### config.mk
export PLATFORM = sky130hd
export DESIGN_NAME = udp_frame_sequencer
export DESIGN_NICKNAME = d
export VERILOG_FILES = /design/src/rtl/udp_frame_sequencer.sv
export SDC_FILE = /design/constraint.sdc
export NUM_CORES = 1
export LEC_CHECK = 0
export ABC_AREA = 1
export CAP_MARGIN = 20
export CORE_ASPECT_RATIO = 1.25
export CORE_MARGIN = 4
export CORE_UTILIZATION = 48
export CTS_BUF_LIST = sky130_fd_sc_hd__clkbuf_8
export CTS_CLUSTER_DIAMETER = 120
export CTS_CLUSTER_SIZE = 14
export DETAILED_ROUTE_END_ITERATION = 8
export PLACE_DENSITY = 0.87
export SYNTH_ARGS = -nofsm -noshare
export SYNTH_HDL_FRONTEND = slang
export SYNTH_SLANG_ARGS = --single-unit
### constraint.sdc
create_clock -name clk -period 8.6 [get_ports clk]
set_clock_uncertainty 0.2 [all_clocks]
set_input_delay 1.72 -clock clk [delete_from_list [all_inputs] [get_ports clk]]
set_output_delay 1.72 -clock clk [all_outputs]
set_load 0.01 [all_outputs]
### src/rtl/udp_frame_sequencer.sv
// Beat-level sequencer for Eth/IPv4/UDP frames on a 64-bit stream: tracks beat index,
// filters on EtherType/protocol/port and forwards the UDP payload with byte enables.
//
// state   | meaning
// IDLE    | waiting for sop; non-sop beats discarded
// HDR     | header beats 0..5, field checks; beat 5 may carry first payload bytes
// PAYLOAD | forwarding payload until UDP length exhausted
// DROP    | discarding rest of frame (padding / rejected) until eop
module udp_frame_sequencer #(
  parameter logic [15:0] UDP_PORT  = 16'd26400,
  parameter bit          FILTER_EN = 1'b1
) (
  input  logic        clk,
  input  logic        rst,
  input  logic        in_valid,
  input  logic [63:0] in_data,
  input  logic        in_sop,
  input  logic        in_eop,
  output logic        in_ready,
  input  logic        out_ready,
  output logic [3:0]  beat_idx,
  output logic        hdr_valid,
  output logic        out_valid,
  output logic [63:0] out_data,
  output logic [7:0]  out_keep,
  output logic        out_last,
  output logic        err_hdr,
  output logic        err_trunc,
  output logic        err_abort,
  output logic        drop_flt,
  output logic [15:0] frame_cnt
);

  typedef enum logic [1:0] {IDLE, HDR, PAYLOAD, DROP} state_t;

  state_t      state, state_n;
  logic [3:0]  cnt, cnt_n;
  logic [15:0] rem, rem_n;
  logic        hv_n, ehdr_n, etrunc_n, eabort_n, flt_n, fcnt_inc;
  logic        emit5, emit, accept, last_c, hdr_fail;
  logic [3:0]  nbytes, lo;
  logic [15:0] rem_after;
  logic [7:0]  keep_c;
  logic [15:0] ethertype, dport, udp_len;
  logic [7:0]  ip_proto;

  // Fields are big-endian: the lower lane holds the more significant byte.
  assign ethertype = {in_data[39:32], in_data[47:40]};
  assign dport     = {in_data[39:32], in_data[47:40]};
  assign udp_len   = {in_data[55:48], in_data[63:56]};
  assign ip_proto  = in_data[63:56];

  always_ff @(posedge clk) begin
    if (rst) begin
      state     <= IDLE;
      cnt       <= '0;
      rem       <= '0;
      hdr_valid <= 1'b0;
      err_hdr   <= 1'b0;
      err_trunc <= 1'b0;
      err_abort <= 1'b0;
      drop_flt  <= 1'b0;
      frame_cnt <= '0;
    end else begin
      state     <= state_n;
      cnt       <= cnt_n;
      rem       <= rem_n;
      hdr_valid <= hv_n;
      err_hdr   <= ehdr_n;
      err_trunc <= etrunc_n;
      err_abort <= eabort_n;
      drop_flt  <= flt_n;
      frame_cnt <= frame_cnt + {15'd0, fcnt_inc};
    end
  end

  always_comb begin
    state_n  = state;
    cnt_n    = cnt;
    rem_n    = rem;
    hv_n     = 1'b0;
    ehdr_n   = 1'b0;
    etrunc_n = 1'b0;
    eabort_n = 1'b0;
    flt_n    = 1'b0;
    fcnt_inc = 1'b0;
    hdr_fail = ((cnt == 4'd1) && (ethertype != 16'h0800)) ||
               ((cnt == 4'd2) && (ip_proto != 8'h11)) ||
               ((cnt == 4'd4) && FILTER_EN && (dport != UDP_PORT));
    if (accept) begin
      if (in_sop) begin
        eabort_n = (state != IDLE);
        rem_n    = '0;
        cnt_n    = 4'd1;
        if (in_eop) begin
          ehdr_n  = 1'b1;
          state_n = IDLE;
        end else begin
          state_n = HDR;
        end
      end else begin
        cnt_n = (cnt == 4'd15) ? cnt : cnt + 4'd1;
        if (emit) begin
          hv_n  = (state == HDR);
          rem_n = rem_after;
          if (rem_after == 16'd0) begin
            fcnt_inc = 1'b1;
            state_n  = in_eop ? IDLE : DROP;
          end else if (in_eop) begin
            etrunc_n = 1'b1;
            state_n  = IDLE;
          end else begin
            state_n = PAYLOAD;
          end
        end else begin
          case (state)
            HDR: begin
              if (cnt < 4'd5) begin
                if (hdr_fail) begin
                  flt_n   = 1'b1;
                  state_n = in_eop ? IDLE : DROP;
                end else if ((cnt == 4'd4) && (udp_len < 16'd8)) begin
                  ehdr_n  = 1'b1;
                  state_n = in_eop ? IDLE : DROP;
                end else if (in_eop) begin
                  ehdr_n  = 1'b1;
                  state_n = IDLE;
                end else if (cnt == 4'd4) begin
                  rem_n = udp_len - 16'd8;
                end
              end else begin
                // Header accepted but zero-length payload.
                hv_n    = 1'b1;
                state_n = in_eop ? IDLE : DROP;
              end
            end
            DROP:    if (in_eop) state_n = IDLE;
            default: state_n = IDLE;
          endcase
        end
      end
      if (state_n == IDLE) cnt_n = '0;
    end
  end

  always_comb begin
    emit5 = (state == HDR) && !in_sop && (cnt == 4'd5) && (rem != 16'd0);
    emit  = !rst && (emit5 || ((state == PAYLOAD) && !in_sop));
    if (emit5) nbytes = (rem > 16'd6) ? 4'd6 : rem[3:0];
    else       nbytes = (rem > 16'd8) ? 4'd8 : rem[3:0];
    lo = emit5 ? 4'd2 : 4'd0;
    for (int k = 0; k < 8; k++) keep_c[k] = (4'(k) >= lo) && (4'(k) < lo + nbytes);
    rem_after = rem - {12'd0, nbytes};
    last_c    = (rem_after == 16'd0) || in_eop;
    in_ready  = rst ? 1'b0 : (emit ? out_ready : 1'b1);
    accept    = in_valid && in_ready;
    out_valid = in_valid && emit;
    out_data  = out_valid ? in_data : '0;
    out_keep  = out_valid ? keep_c : '0;
    out_last  = out_valid && last_c;
    beat_idx  = in_sop ? 4'd0 : cnt;
  end

endmodule

### Signal wires on met1, run 1

Scale bar: 20 um.
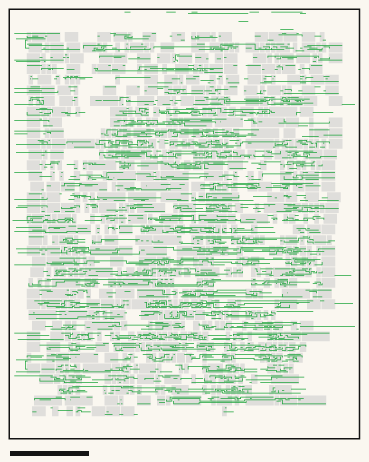
nets with wire on the layer: 820
share of all routed wire: 38%
wire length on this layer: 5070 um
longest straight run: 28.1 um
met1 usage in global routing: 30.22%
Via Count: 4845

### Met2 routing, run 1

Scale bar: 20 um.
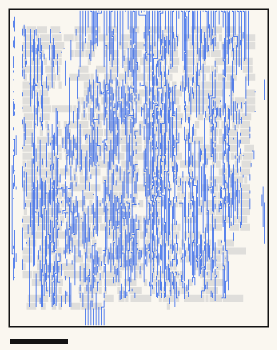
share of all routed wire: 50%
longest straight run: 61.9 um
nets with wire on the layer: 759
Routed Wire Length: 13.44 mm
met2 Use GR: 48.94%

==> GITHUB_STEP_SUMMARY, run 1 <==
### Flow metrics

| Metric | Value |
|---|---|
| Outcome | `completed` |
| Endpoint, Worst Hold | `frame_cnt[15]$_SDFF_PP0_` |
| Post-synth top flop | `dfxtp_1` |
| Port bufs | `~170` |
| YS chip area | `around 4000 um2` |
| Largest net degree at the start of global routing | `approximately 70` |
| Flop pwr share | `38.9%` |
| CTS Buf Count | `5` |
| Power Internal | `354.9 uW` |
| Unrepaired setup endpoints after global routing | `false` |
| Power share of the clock group | `27.3%` |
| Critical Path Sink Type | `output port` |
| Period utilization | `89.38%` |
| Syn Area/Cell | `around 6 um2` |
| Antenna Cells | `0` |
| Unique cell type count in the Yosys netlist | `41` |
| CTS sink cnt | `43` |
| Setup Fix Bufs, Post-CTS | `0` |
| Asr flop ratio synth | `0%` |
| Worst r2r src | `cnt[1]$_SDFFE_PP0P_` |
| Largest family of logic cells by area | `simple AND/OR/NAND/NOR gates` |
| Simple Share, Synth | `38.94%` |
| Cells after synthesis | `about 670` |
| Final Power | `548.2 uW` |
| Reg2Reg Depth | `37` |
| Flop area | `860.8 um2` |
| Aoi/oai-family share of the synthesized area | `15.13%` |
| Floorplan Utilization | `49.52%` |
| Worst path required time | `6680 ps` |
| Core Footprint | `a little under 8000 um2` |
| H-tree depth | `2` |
| Yosys warnings | `0` |
| Critical-path top delay cell | `clkdlybuf4s50_1` |
| Initial antenna violation count | `0` |
| Min-delay worst type | `reg -> reg` |
| Routability congestion estimate | `roughly 1` |
| Clk pin slew, worst setup/hold paths | `roughly 90 ps` |
| Largest fanout on the critical path | `10` |
| Final worst path period need | `7687 ps` |
| Final setup vio count | `0` |
| Data arrival, critical path | `5770 ps` |
| Sw Share | `between 30% and 40%` |
| Syn Std Cell Area | `3904 um2` |
| Tool warnings | `31` |
| Lkg Pwr | `0.002614 uW` |
| Die height | `between 100 and 150 um` |
| Top cell excl fill/tap | `clkdlybuf4s50_1` |
| Antenna Nets Post-Route | `0` |
| Layout cells sized above 1 | `5.314%` |
| Max Cap Violations | `0` |
| Post-CTS sizing | `0` |
| Combinational Power Share | `33.8%` |
| Crit path max-delay family | `simple AND/OR/NAND/NOR gates` |
| Critical path startpoint | `in_sop` |
| Clock tree from TritonCTS | `built` |
| Layout area overhead | `46.79%` |
| Biggest regs | `frame_cnt x16, rem x16, cnt x4` |
| FMAX | `130.1 MHz` |
| Reg-to-reg endpoint | `frame_cnt[15]$_SDFF_PP0_` |
| Final hold slack | `274.1 ps` |
| Syn Nets | `754` |
| Total gr overflow | `0` |
| Critical path class | `in -> out` |
| Hold depth | `1` |
| Mux share | `0%` |
| Switch Pwr | `~190 uW` |
| DR iter-0 viols | `roughly 330` |
| CTS root buf | `clkbuf_8` |
| Setup WS pre-CTS | `960.2 ps` |
| Post-synth EDFFs | `0` |
| Worst slew margin | `65.17%` |
| Vias/cell | `between 5 and 6` |
| Logic area | `2389 um2` |
| Post-DP HPWL | `10.72 mm` |
| DRC | `0` |
| Slew @ Worst Pin | `519.2 ps` |
| Nets | `913` |
| Worst path max stage delay | `570 ps` |
| Row count | `36` |
| Pwr dens | `95.67 nW/um2` |
| Worst Hold Launch | `frame_cnt[15]$_SDFF_PP0_` |
| Peak supply drop | `0.00007015 V` |
| Global-route wire length before repair | `21.17 mm` |
| R2R setup slack | `approximately 3000 ps` |
| Post-cts hold buffer count | `0` |
| Seq share, synth | `22.05%` |
| Clk buf depth | `2` |
| CP Cell Sequence | `clkdlybuf4s50_1 > inv_2 > nand3_1 > nor3_2 > nand2_2 > inv_1 > nor2_1 > nor2_1 > ha_1 > inv_1 > fa_1 > nand2_1 > nand2_1 > nand2_1 > nand2_1 > nand2_1 > nand2_1 > nor2_1 > nand2_1 > nor2_1 > nand3_1 > a21oi_1 > clkdlybuf4s50_1` |
| XOR Share, Synth | `under 10%` |
| Worst setup margin | `913.0 ps` |
| CP dominant cell by count | `nand2_1` |
| Startpoint Class | `primary input` |
| CP Buf/Inv Count | `5` |
| Hold Vio Cnt, Final | `0` |
| Critical Path Sink | `out_last` |
| Slew Viols, Final | `0` |
| Setup tns final | `0 ps` |
| Clk_lat worst skew | `310 ps` |
| Top Layout Cells | `clkdlybuf4s50_1 (169), nor2_1 (149), inv_1 (136)` |
| Io pins | `around 170` |
| Die x size | `88.66 um` |
| Synth flops | `approximately 43` |
| Avg WL per Cell | `14.56 um` |
| Adder Area Share | `5.321%` |
| Total GRT Usage | `~27%` |
| Worst path depth | `23` |
| Die area | `approximately 9600 um2` |
| Pre-Repair DR Iteration Count | `6` |
| Fillers | `628` |
### Met3 routing, run 1

Scale bar: 20 um.
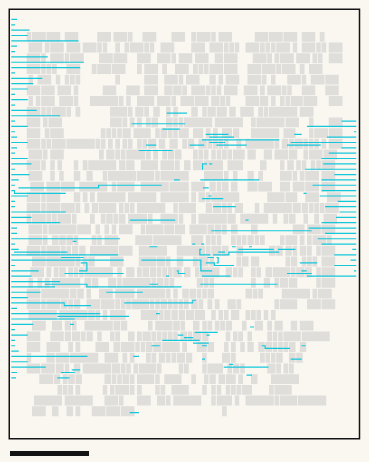
share of all routed wire: 8.4%
main direction: horizontal
longest straight run: 28.3 um
nets with wire on the layer: 150
GR Util met3: 6.652%

run 1: area by class of cell:
type | count | area share (%)
Inverter | 141 | 9.279
Clock inverter | 1 | 0.1310
Multi-Input combinational cell | 464 | 41.68
Tap cell | 95 | 2.074
Clock buffer | 7 | 1.681
Sequential cell | 43 | 15.02
Timing Repair Buffer | 172 | 30.13
run 1: synthesized netlist by cell type (2+ instances only):
cell      instances  area share [%]
clkbuf_1          6            0.58
nor4_1            5            0.80
buf_2             8             1.0
nor2_1          149              14
a211oi_1          4            0.77
a211oi_2         12             3.8
o21ai_0          27             3.5
nand2_2           5            0.80
or2_1             2            0.32
nand3_1          40             5.1
xor2_1            7             1.6
nand4_1          15             2.4
o31ai_1           2            0.38
nor3_2            2            0.51
inv_1           136              13
and3_1            3            0.48
nor2_2            4            0.64
o211ai_1          3            0.58
a31oi_1           7             1.1
nor2_4            3            0.87
buf_6             5             1.4
a21oi_1          33             4.2
inv_2             3            0.29
nand3b_1          3            0.58
dfxtp_1          43              22
ha_1             15             4.8
nand2_1         100             9.6
nor3_1           13             1.7
run 1: power by group through the flow:
stage	clock (uW)	combinational, uW	sequential [uW]
2_1_floorplan	0	120	214
3_3_place_gp	0	178	217
3_5_place_dp	0	182	217
4_1_cts	150	184	213
5_1_grt	159	209	214
6_report	150	185	213
run 1: metal layers:
metal	GRT usage [%]	vias to the layer above	part of all wire, %
li1	-	2414	-
met1	30.22	2160	38
met2	48.94	234	50
met3	6.652	37	8.4
met4	12.20	0	3.6
met5	0	-	0
run 1: metrics by stage:
step / std cells / utilization (%) / instance area, um2
finish: 923 / 72.70 / 5731
global route: 923 / 72.70 / 5731
detailed placement: 914 / 71.13 / 5607
global placement: 914 / 71.13 / 5607
floorplan: 668 / - / 3904
CTS: 922 / 72.44 / 5710
==> inputs of run 2 (changes only) <==
--- a/config.mk
+++ b/config.mk
@@ -9,12 +9,12 @@
 export CAP_MARGIN = 20
 export CORE_ASPECT_RATIO = 1.25
 export CORE_MARGIN = 4
-export CORE_UTILIZATION = 48
+export CORE_UTILIZATION = 44
 export CTS_BUF_LIST = sky130_fd_sc_hd__clkbuf_8
 export CTS_CLUSTER_DIAMETER = 120
 export CTS_CLUSTER_SIZE = 14
 export DETAILED_ROUTE_END_ITERATION = 8
-export PLACE_DENSITY = 0.87
+export PLACE_DENSITY = 0.8
 export SYNTH_ARGS = -nofsm -noshare
 export SYNTH_HDL_FRONTEND = slang
 export SYNTH_SLANG_ARGS = --single-unit
==> constraint.sdc (replaced) <==
create_clock -name clk -period 8.2 [get_ports clk]
set_clock_uncertainty 0.2 [all_clocks]
set_input_delay 1.64 -clock clk [delete_from_list [all_inputs] [get_ports clk]]
set_output_delay 1.64 -clock clk [all_outputs]
set_load 0.01 [all_outputs]
### Met2 routing, run 2

Scale bar: 20 um.
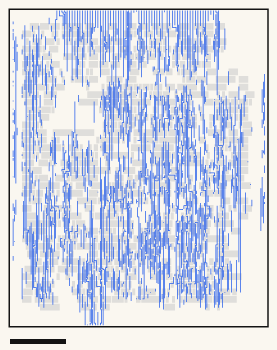
longest straight run: 65.6 um
share of all routed wire: 51%
main direction: vertical
nets with wire on the layer: 764
Via Count: 4781
met2 Use GR: 45.76%
Routed Wire Length: 13.15 mm

==> run 2 against run 1 <==
Against the previous run: register-to-register slack got worse by 290 ps; critical path depth did not move; clock power rose by 15%; worst setup slack got worse by 250 ps; die area rose by 8.3%; power rose by 7.6%; synthesized cell count did not move; largest cell class unchanged.
==> GITHUB_STEP_SUMMARY, run 2 <==
### Flow metrics

| Metric | Value |
|---|---|
| FMAX | `132.8 MHz` |
| CTS Buf Count | `5` |
| Routability congestion estimate | `0.9535` |
| Cells after synthesis | `668` |
| Hold Vio Cnt, Final | `0` |
| GR Util met3 | `6.316%` |
| Worst r2r src | `rem[4]$_SDFFE_PP0P_` |
| CTS sink cnt | `43` |
| YS chip area | `3904 um2` |
| Post-synth top flop | `dfxtp_1` |
| Final setup vio count | `0` |
| Period utilization | `approximately nine tenths` |
| Asr flop ratio synth | `0%` |
| Largest net degree at the start of global routing | `70` |
| Syn Nets | `754` |
| Critical Path Sink Type | `output port` |
| Post-DP HPWL | `10.58 mm` |
| Clock tree from TritonCTS | `built` |
| Seq share, synth | `roughly 22%` |
| Pwr dens | `102.3 nW/um2` |
| Top Layout Cells | `clkdlybuf4s50_1 (169), nor2_1 (149), inv_1 (136)` |
| Final Instance Count excl. Fillers | `948` |
| Top cells by area | `dfxtp_1 (22%), nor2_1 (14%), inv_1 (13%)` |
| Most used routing layer | `met2` |
| Placed cells | `939` |
| Met2 Wirelength | `between 6 and 7 mm` |
| Min-delay worst type | `reg -> reg` |
| Layout cells sized above 1 | `5.314%` |
| Post-synth EDFFs | `0` |
| Pre-Repair DR Iteration Count | `4` |
| Die x size | `92.25 um` |
| Routed length on met3 | `892 um` |
| Yosys stat cell total | `668` |
| Die area | `10450 um2` |
| Worst path max stage delay | `roughly 560 ps` |
| Setup tns final | `0 ps` |
| Vias/cell | `5.043` |
| CTS root buf | `clkbuf_8` |
| Critical-path top delay cell | `clkdlybuf4s50_1` |
| Final worst path period need | `7533 ps` |
| Antenna Nets Post-Route | `0` |
| Metal-1 WL | `5.187 mm` |
| Clk buf depth | `2` |
| Syn Std Cell Area | `3904 um2` |
| Reg2Reg Depth | `36` |
| Core Footprint | `8653 um2` |
| Synth flops | `43` |
| Slew @ Worst Pin | `531.2 ps` |
| DRC | `0` |
| Worst Hold Launch | `frame_cnt[15]$_SDFF_PP0_` |
| Layout area overhead | `47.82%` |
| CP Cell Sequence | `clkdlybuf4s50_1 > inv_2 > nand3_1 > nor3_2 > nand2_2 > inv_1 > nor2_1 > nor2_1 > ha_1 > inv_1 > fa_1 > nand2_1 > nand2_1 > nand2_1 > nand2_1 > nand2_1 > nand2_1 > nor2_1 > nand2_1 > nor2_1 > nand3_1 > a21oi_1 > clkdlybuf4s50_1` |
| Clk pin slew, worst setup/hold paths | `80 ps` |
| Die height | `113.3 um` |
| Biggest regs | `frame_cnt x16, rem x16, cnt x4` |
| Nets | `approximately 900` |
| Data arrival, critical path | `5690 ps` |
| Initial antenna violation count | `0` |
| Top cells by count | `nor2_1 (149), inv_1 (136), nand2_1 (100), dfxtp_1 (43), nand3_1 (40)` |
| Peak supply drop | `between 0.00009 and 0.0001 V` |
| Global-route wire length before repair | `21.34 mm` |
| Vias in the first global route | `4661` |
| Slew Viols, Final | `0` |
| Hold depth | `1` |
| Syn Area/Cell | `around 5.8 um2` |
| Max Cap Violations | `0` |
| Final hold slack | `about 270 ps` |
| Tool warnings | `31` |
| H-tree depth | `2` |
| Startpoint Class | `primary input` |
| Critical path startpoint | `in_sop` |
| Lkg Pwr | `0.002621 uW` |
| Final core occ | `66.69%` |
| DR iter-0 viols | `230` |
| Yosys warnings | `0` |
| Unrepaired setup endpoints after global routing | `false` |
| Antenna Cells | `0` |
| Worst slew margin | `64.37%` |
| Unique cell type count in the Yosys netlist | `41` |
| Post-cts hold buffer count | `0` |
| Total gr overflow | `0` |
| Post-synth top area share | `22.05%` |
| Fillers | `791` |
| CP dominant cell by count | `nand2_1` |
| Port bufs | `169` |
| Post-CTS sizing | `0` |
| Cell type with the largest total area | `dfxtp_1` |
| Outcome | `completed` |
| Top cell excl fill/tap | `clkdlybuf4s50_1` |
| Worst path required time | `6360 ps` |
| Most numerous cell in the Yosys netlist | `nor2_1` |
| Floorplan Utilization | `45.11%` |
| Io pins | `170` |
| Largest fanout on the critical path | `10` |
| Row count | `38` |
| Critical path class | `in -> out` |
| Clk_lat worst skew | `300 ps` |
| Top Layer Used | `met4` |
| Setup Fix Bufs, Post-CTS | `0` |
### Routing congestion, run 2

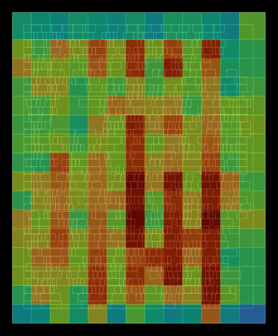
met1 usage in global routing: 27.15%
Avg WL per Cell: 13.87 um
Total GRT Usage: 24.70%

## run 2: cell counts after synthesis
Identical to the previous run, type by type.
## run 2: final timing paths
kind                               to  slack (ps)
max                          out_last         670
min          frame_cnt[15]$_SDFF_PP0_         270
min reg2reg  frame_cnt[15]$_SDFF_PP0_         270
max reg2reg  frame_cnt[15]$_SDFF_PP0_        2710
## run 2: stage by stage
stage / cell area [um2] / power, uW / setup WS, ps
3_3_place_gp: 5638 / 415.2 / 814.3
3_5_place_dp: 5638 / 418.8 / 690.4
2_1_floorplan: 3904 / 350.4 / 2142
6_report: 5771 / 590.2 / 667.4
4_1_cts: 5751 / 588.9 / 670.8
5_1_grt: 5771 / 627.0 / 232.2
## run 2: critical path, delay by kind of cell
kind / cells / cell delay [ps]
buffers and inverters: 5 / 1300
and+or+nand+nor: 15 / 1930
AOI/OAI and AO/OA: 1 / 190
adders and majority gates: 2 / 620
## run 2: kinds of logic after synthesis
logic type | Yosys count | synth area share [%]
and+or+nand+nor | 348 | 38.94
buffers and inverters | 161 | 16.76
AOI/OAI and AO/OA | 92 | 15.13
DFF | 43 | 22.05
adders and majority gates | 16 | 5.321
xor gates and xnor gates | 8 | 1.795
## run 2: cell type report
class | instances | area (um2) | share of cell area, %
Tap cell | 120 | 150.1 | 2.602
Sequential cell | 43 | 860.8 | 14.92
Clock buffer | 5 | 68.82 | 1.193
Timing Repair Buffer | 172 | 1727 | 29.92
Inverter | 141 | 531.8 | 9.215
Clock inverter | 3 | 43.79 | 0.7589
Multi-Input combinational cell | 464 | 2389 | 41.39
## run 2: power breakdown
part	total (uW)	switching (uW)	internal, uW
registers	223	8.59	215
clock network	173	82.3	90.9
logic	194	113	80.8
No activity file was given, so power comes from the tool's default toggle rates.
